File: src/rtl/load_store_unit_if.sv
// Request, data-memory and response signals of the load/store unit.
// slave is the unit's view; master is the view of the core/memory environment.
interface load_store_unit_if;
  logic        req_valid;
  logic        req_ready;
  logic        req_store;
  logic [2:0]  req_funct3;
  logic [31:0] req_addr;
  logic [31:0] req_wdata;
  logic [4:0]  req_rd;

  logic [31:0] mem_addr;
  logic [31:0] mem_din;
  logic [31:0] mem_dout;
  logic        mem_we;

  logic        resp_valid;
  logic        resp_err;
  logic        resp_we;
  logic [4:0]  resp_rd;
  logic [31:0] resp_data;

  modport slave (
    input  req_valid, req_store, req_funct3, req_addr, req_wdata, req_rd, mem_dout,
    output req_ready, mem_addr, mem_din, mem_we,
    output resp_valid, resp_err, resp_we, resp_rd, resp_data
  );

  modport master (
    output req_valid, req_store, req_funct3, req_addr, req_wdata, req_rd, mem_dout,
    input  req_ready, mem_addr, mem_din, mem_we,
    input  resp_valid, resp_err, resp_we, resp_rd, resp_data
  );
endinterface

File: src/rtl/load_store_unit.sv
// RV32I load/store unit on a word-wide memory with one write strobe;
// sub-word stores are done as read-modify-write.
module load_store_unit #(
  parameter int MEM_LATENCY = 2
) (
  input  logic               clk,
  input  logic               rstn,
  load_store_unit_if.slave   bus
);

  typedef enum logic [1:0] {
    IDLE  = 2'd0,
    READ  = 2'd1,
    WRITE = 2'd2,
    RESP  = 2'd3
  } state_t;

  localparam logic [3:0] LAT = 4'(MEM_LATENCY);

  state_t      state_r;
  logic [3:0]  cnt_r;
  logic        store_r;
  logic [2:0]  funct3_r;
  logic [31:0] addr_r;
  logic [31:0] wdata_r;
  logic [4:0]  rd_r;
  logic [31:0] mem_addr_r;
  logic [31:0] mem_din_r;
  logic        mem_we_r;
  logic        resp_valid_r;
  logic        resp_err_r;
  logic        resp_we_r;
  logic [31:0] resp_data_r;

  function automatic logic is_illegal(input logic store, input logic [2:0] f3,
                                      input logic [1:0] off);
    logic bad;
    case (f3)
      3'b000:  bad = 1'b0;
      3'b001:  bad = off[0];
      3'b010:  bad = (off != 2'b00);
      3'b100:  bad = store;
      3'b101:  bad = store | off[0];
      default: bad = 1'b1;
    endcase
    return bad;
  endfunction

  function automatic logic [31:0] extract(input logic [31:0] word, input logic [2:0] f3,
                                          input logic [1:0] off);
    logic [7:0]  b;
    logic [15:0] h;
    logic [31:0] r;
    case (off)
      2'd0:    b = word[7:0];
      2'd1:    b = word[15:8];
      2'd2:    b = word[23:16];
      2'd3:    b = word[31:24];
      default: b = 8'h00;
    endcase
    h = off[1] ? word[31:16] : word[15:0];
    case (f3)
      3'b000:  r = {{24{b[7]}}, b};
      3'b001:  r = {{16{h[15]}}, h};
      3'b010:  r = word;
      3'b100:  r = {24'h000000, b};
      3'b101:  r = {16'h0000, h};
      default: r = 32'h0000_0000;
    endcase
    return r;
  endfunction

  function automatic logic [31:0] merge(input logic [31:0] word, input logic [31:0] wdata,
                                        input logic [2:0] f3, input logic [1:0] off);
    logic [31:0] r;
    r = word;
    case (f3)
      3'b000: begin
        case (off)
          2'd0:    r[7:0]   = wdata[7:0];
          2'd1:    r[15:8]  = wdata[7:0];
          2'd2:    r[23:16] = wdata[7:0];
          2'd3:    r[31:24] = wdata[7:0];
          default: r = word;
        endcase
      end
      3'b001: begin
        if (off[1]) r[31:16] = wdata[15:0];
        else        r[15:0]  = wdata[15:0];
      end
      default: r = wdata;
    endcase
    return r;
  endfunction

  // Request FSM; every output is registered so nothing combinational reaches the memory bus.
  always_ff @(posedge clk or negedge rstn) begin
    if (!rstn) begin
      state_r      <= IDLE;
      cnt_r        <= 4'd0;
      store_r      <= 1'b0;
      funct3_r     <= 3'b000;
      addr_r       <= 32'h0000_0000;
      wdata_r      <= 32'h0000_0000;
      rd_r         <= 5'd0;
      mem_addr_r   <= 32'h0000_0000;
      mem_din_r    <= 32'h0000_0000;
      mem_we_r     <= 1'b0;
      resp_valid_r <= 1'b0;
      resp_err_r   <= 1'b0;
      resp_we_r    <= 1'b0;
      resp_data_r  <= 32'h0000_0000;
    end else begin
      case (state_r)
        IDLE: begin
          resp_valid_r <= 1'b0;
          resp_err_r   <= 1'b0;
          resp_we_r    <= 1'b0;
          resp_data_r  <= 32'h0000_0000;
          if (bus.req_valid) begin
            store_r  <= bus.req_store;
            funct3_r <= bus.req_funct3;
            addr_r   <= bus.req_addr;
            wdata_r  <= bus.req_wdata;
            rd_r     <= bus.req_rd;
            if (is_illegal(bus.req_store, bus.req_funct3, bus.req_addr[1:0])) begin
              state_r      <= RESP;
              resp_valid_r <= 1'b1;
              resp_err_r   <= 1'b1;
            end else if (bus.req_store && (bus.req_funct3 == 3'b010)) begin
              state_r    <= WRITE;
              mem_addr_r <= {bus.req_addr[31:2], 2'b00};
              mem_we_r   <= 1'b1;
              mem_din_r  <= bus.req_wdata;
            end else begin
              state_r    <= READ;
              mem_addr_r <= {bus.req_addr[31:2], 2'b00};
              cnt_r      <= 4'd1;
            end
          end
        end
        READ: begin
          if (cnt_r >= LAT) begin
            cnt_r <= 4'd0;
            if (store_r) begin
              state_r   <= WRITE;
              mem_we_r  <= 1'b1;
              mem_din_r <= merge(bus.mem_dout, wdata_r, funct3_r, addr_r[1:0]);
            end else begin
              state_r      <= RESP;
              mem_addr_r   <= 32'h0000_0000;
              resp_valid_r <= 1'b1;
              resp_we_r    <= (rd_r != 5'd0);
              resp_data_r  <= extract(bus.mem_dout, funct3_r, addr_r[1:0]);
            end
          end else if (cnt_r != 4'hF) begin
            cnt_r <= cnt_r + 4'd1;
          end
        end
        WRITE: begin
          state_r      <= RESP;
          mem_we_r     <= 1'b0;
          mem_din_r    <= 32'h0000_0000;
          mem_addr_r   <= 32'h0000_0000;
          resp_valid_r <= 1'b1;
        end
        RESP: begin
          state_r      <= IDLE;
          resp_valid_r <= 1'b0;
          resp_err_r   <= 1'b0;
          resp_we_r    <= 1'b0;
          resp_data_r  <= 32'h0000_0000;
        end
        default: begin
          state_r <= IDLE;
        end
      endcase
    end
  end

  assign bus.req_ready  = (state_r == IDLE);
  assign bus.mem_addr   = mem_addr_r;
  assign bus.mem_din    = mem_din_r;
  assign bus.mem_we     = mem_we_r;
  assign bus.resp_valid = resp_valid_r;
  assign bus.resp_err   = resp_err_r;
  assign bus.resp_we    = resp_we_r;
  assign bus.resp_rd    = rd_r;
  assign bus.resp_data  = resp_data_r;

endmodule

File: src/flat_wrapper.sv
// flat-port wrapper written by rule: the top's interface ports become plain ports
module load_store_unit_flat 
#(
  parameter int MEM_LATENCY = 2
)
  (clk, rstn, bus_req_valid, bus_req_store, bus_req_funct3, bus_req_addr, bus_req_wdata, bus_req_rd, bus_mem_dout, bus_req_ready, bus_mem_addr, bus_mem_din, bus_mem_we, bus_resp_valid, bus_resp_err, bus_resp_we, bus_resp_rd, bus_resp_data);
  load_store_unit_if bus_i ();
  input  logic clk;
  input  logic rstn;
  input wire logic [$bits(bus_i.req_valid)-1:0] bus_req_valid;
  input wire logic [$bits(bus_i.req_store)-1:0] bus_req_store;
  input wire logic [$bits(bus_i.req_funct3)-1:0] bus_req_funct3;
  input wire logic [$bits(bus_i.req_addr)-1:0] bus_req_addr;
  input wire logic [$bits(bus_i.req_wdata)-1:0] bus_req_wdata;
  input wire logic [$bits(bus_i.req_rd)-1:0] bus_req_rd;
  input wire logic [$bits(bus_i.mem_dout)-1:0] bus_mem_dout;
  output wire logic [$bits(bus_i.req_ready)-1:0] bus_req_ready;
  output wire logic [$bits(bus_i.mem_addr)-1:0] bus_mem_addr;
  output wire logic [$bits(bus_i.mem_din)-1:0] bus_mem_din;
  output wire logic [$bits(bus_i.mem_we)-1:0] bus_mem_we;
  output wire logic [$bits(bus_i.resp_valid)-1:0] bus_resp_valid;
  output wire logic [$bits(bus_i.resp_err)-1:0] bus_resp_err;
  output wire logic [$bits(bus_i.resp_we)-1:0] bus_resp_we;
  output wire logic [$bits(bus_i.resp_rd)-1:0] bus_resp_rd;
  output wire logic [$bits(bus_i.resp_data)-1:0] bus_resp_data;
  assign bus_i.req_valid = bus_req_valid;
  assign bus_i.req_store = bus_req_store;
  assign bus_i.req_funct3 = bus_req_funct3;
  assign bus_i.req_addr = bus_req_addr;
  assign bus_i.req_wdata = bus_req_wdata;
  assign bus_i.req_rd = bus_req_rd;
  assign bus_i.mem_dout = bus_mem_dout;
  assign bus_req_ready = bus_i.req_ready;
  assign bus_mem_addr = bus_i.mem_addr;
  assign bus_mem_din = bus_i.mem_din;
  assign bus_mem_we = bus_i.mem_we;
  assign bus_resp_valid = bus_i.resp_valid;
  assign bus_resp_err = bus_i.resp_err;
  assign bus_resp_we = bus_i.resp_we;
  assign bus_resp_rd = bus_i.resp_rd;
  assign bus_resp_data = bus_i.resp_data;
  load_store_unit #(.MEM_LATENCY(MEM_LATENCY)) u_core (.clk(clk), .rstn(rstn), .bus(bus_i));
endmodule
File: config.mk
export PLATFORM = sky130hd
export DESIGN_NAME = load_store_unit_flat
export DESIGN_NICKNAME = d
export VERILOG_FILES = /design/src/rtl/load_store_unit_if.sv /design/src/rtl/load_store_unit.sv /design/src/flat_wrapper.sv
export SDC_FILE = /design/constraint.sdc
export NUM_CORES = 1
export LEC_CHECK = 0
export CORE_ASPECT_RATIO = 0.6
export CORE_MARGIN = 5
export CORE_UTILIZATION = 49
export DETAILED_ROUTE_END_ITERATION = 10
export HOLD_SLACK_MARGIN = 0.15
export PLACE_DENSITY = 0.82
export SLEW_MARGIN = 20
export SYNTH_ARGS = -nofsm -noshare
export SYNTH_HDL_FRONTEND = slang
export SYNTH_SLANG_ARGS = --single-unit
File: constraint.sdc
create_clock -name clk -period 2.9 [get_ports clk]
set_input_delay 0.58 -clock clk [delete_from_list [all_inputs] [get_ports clk]]
set_output_delay 0.58 -clock clk [all_outputs]
set_load 0.1 [all_outputs]
**Wiring by layer**

Two of the layers only.
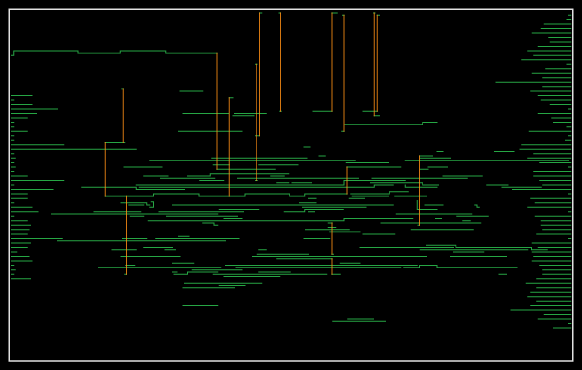
green -> M3  # wire length 3030 um
orange -> M4  # wire length 394 um

**Clock network drawn from the DEF**

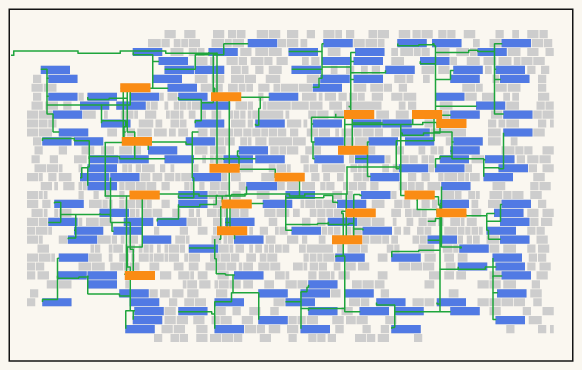
blue -> flip-flops  # count 147
orange -> clock-net drivers  # count 17
green -> clock wires  # length 1890 um
routed clock nets = 18
Final Skew: 10.3 ps

==> summary.txt <==
Critical Path, Cell by Cell -> inv_1 -> ha_2 -> nand2_1 -> or3_1 -> nand2b_1 -> o2bb2ai_1
Crit Path Category -> reg -> reg
Die W -> 171 um
Outcome -> complete, no violations
Share of flip-flops with an asynchronous set or reset -> 100%
Max cap viols -> 0
Post-DP Area -> 0.00972 mm^2
Final instance area -> 0.0103 mm^2
Critical Path End Type -> flop
Slowest cell on crit path -> ha_2
Worst slew pin tran -> 777 ps
Wire length per cell -> 22.4 um
Gr usage total -> 26.6%
Worst slack at placement -> 31.9 ps
Total core area -> 0.0153 mm^2
Number of diodes -> 0
FF-to-FF End -> u_core.bus.resp_data[4]
Final Hold Fails -> 0
Clock slew at reported path FFs -> 60 ps
-- metrics by stage --
stage | hold WS, ps
finish | 478
global route | 504
CTS | 479
detailed placement | 465
global placement | 456
floorplan | 284
-- logic make-up (layout without fill, tap and decap cells) --
kind of cell / count (synthesis) / count (layout) / share of synthesized area, %
buffers and inverters: 86 / 294 / 4.79
multiplexers: 103 / 103 / 15.1
AND/OR/NAND/NOR: 157 / 157 / 11.5
other: 1 / 2 / 0.0492
AND-OR/OR-AND: 192 / 192 / 19.1
flip-flops: 147 / 147 / 48.2
adder cells (fa/ha/maj): 8 / 8 / 1.31
-- worst max-delay path by stage --
stage / startpoint / end / slack (ps)
floorplan: u_core.state_r[0] / u_core.bus.mem_din[0] / 240
global route: u_core.state_r[1] / u_core.bus.resp_data[4] / 130
CTS: u_core.state_r[1] / u_core.bus.resp_data[4] / 290
finish: u_core.state_r[1] / u_core.bus.resp_data[4] / 210
detailed placement: bus_req_funct3[0] / u_core.bus.mem_din[2] / 30
global placement: bus_req_funct3[0] / u_core.bus.mem_din[18] / 80
-- metal layers --
| layer | vias to the layer above | GRT usage, % | part of all wire, % |
|---|---|---|---|
| li1 | 3023 | - | - |
| met1 | 3296 | 40.3 | 44 |
| met2 | 389 | 37.0 | 42 |
| met3 | 33 | 8.29 | 12 |
| met4 | 0 | 6.56 | 1.6 |
| met5 | - | 0 | 0 |
-- state kept, by name, summed over array words and instances, names as in the netlist --
signal,cells
u_core.state_r,2
u_core.cnt_r,4
u_core.bus.mem_addr,30
u_core.bus.mem_din,32
u_core.addr_r,2
u_core.funct3_r,3
u_core.bus.resp_rd,5
u_core.store_r,1
u_core.bus.resp_data,32
u_core.bus.resp_err,1
u_core.bus.resp_valid,1
u_core.bus.mem_we,1
u_core.wdata_r,32
u_core.bus.resp_we,1
-- what timing repair did --
action / in CTS / in global routing
hold endpoints to repair: 52 / 0
resized: 0 / 0
setup endpoints to repair: 0 / 0
hold buffers: 1 / 0
-- synth_stat cells, drive strengths merged, types with 15 or more instances --
library cell | instances | area (um^2)
mux2 | 85 | 957
clkbuf | 45 | 170
inv | 23 | 86.3
dfrtp | 147 | 3680
a221o | 19 | 190
nand4 | 16 | 100
nand2 | 37 | 139
o221ai | 15 | 131
buf | 18 | 109
o21ai | 38 | 190
nor2 | 18 | 67.6
o2bb2ai | 16 | 140
mux2i | 17 | 170
a31oi | 16 | 100
nor2b | 42 | 263
a221oi | 16 | 140
-- area by class of cell --
cell class | count | area, um^2
Tap cell | 203 | 254
Multi-Input combinational cell | 462 | 3600
Clock inverter | 13 | 149
Inverter | 23 | 86.3
Sequential cell | 147 | 3680
Fill cell | 1158 | 4960
Clock buffer | 19 | 443
Timing Repair Buffer | 239 | 2120
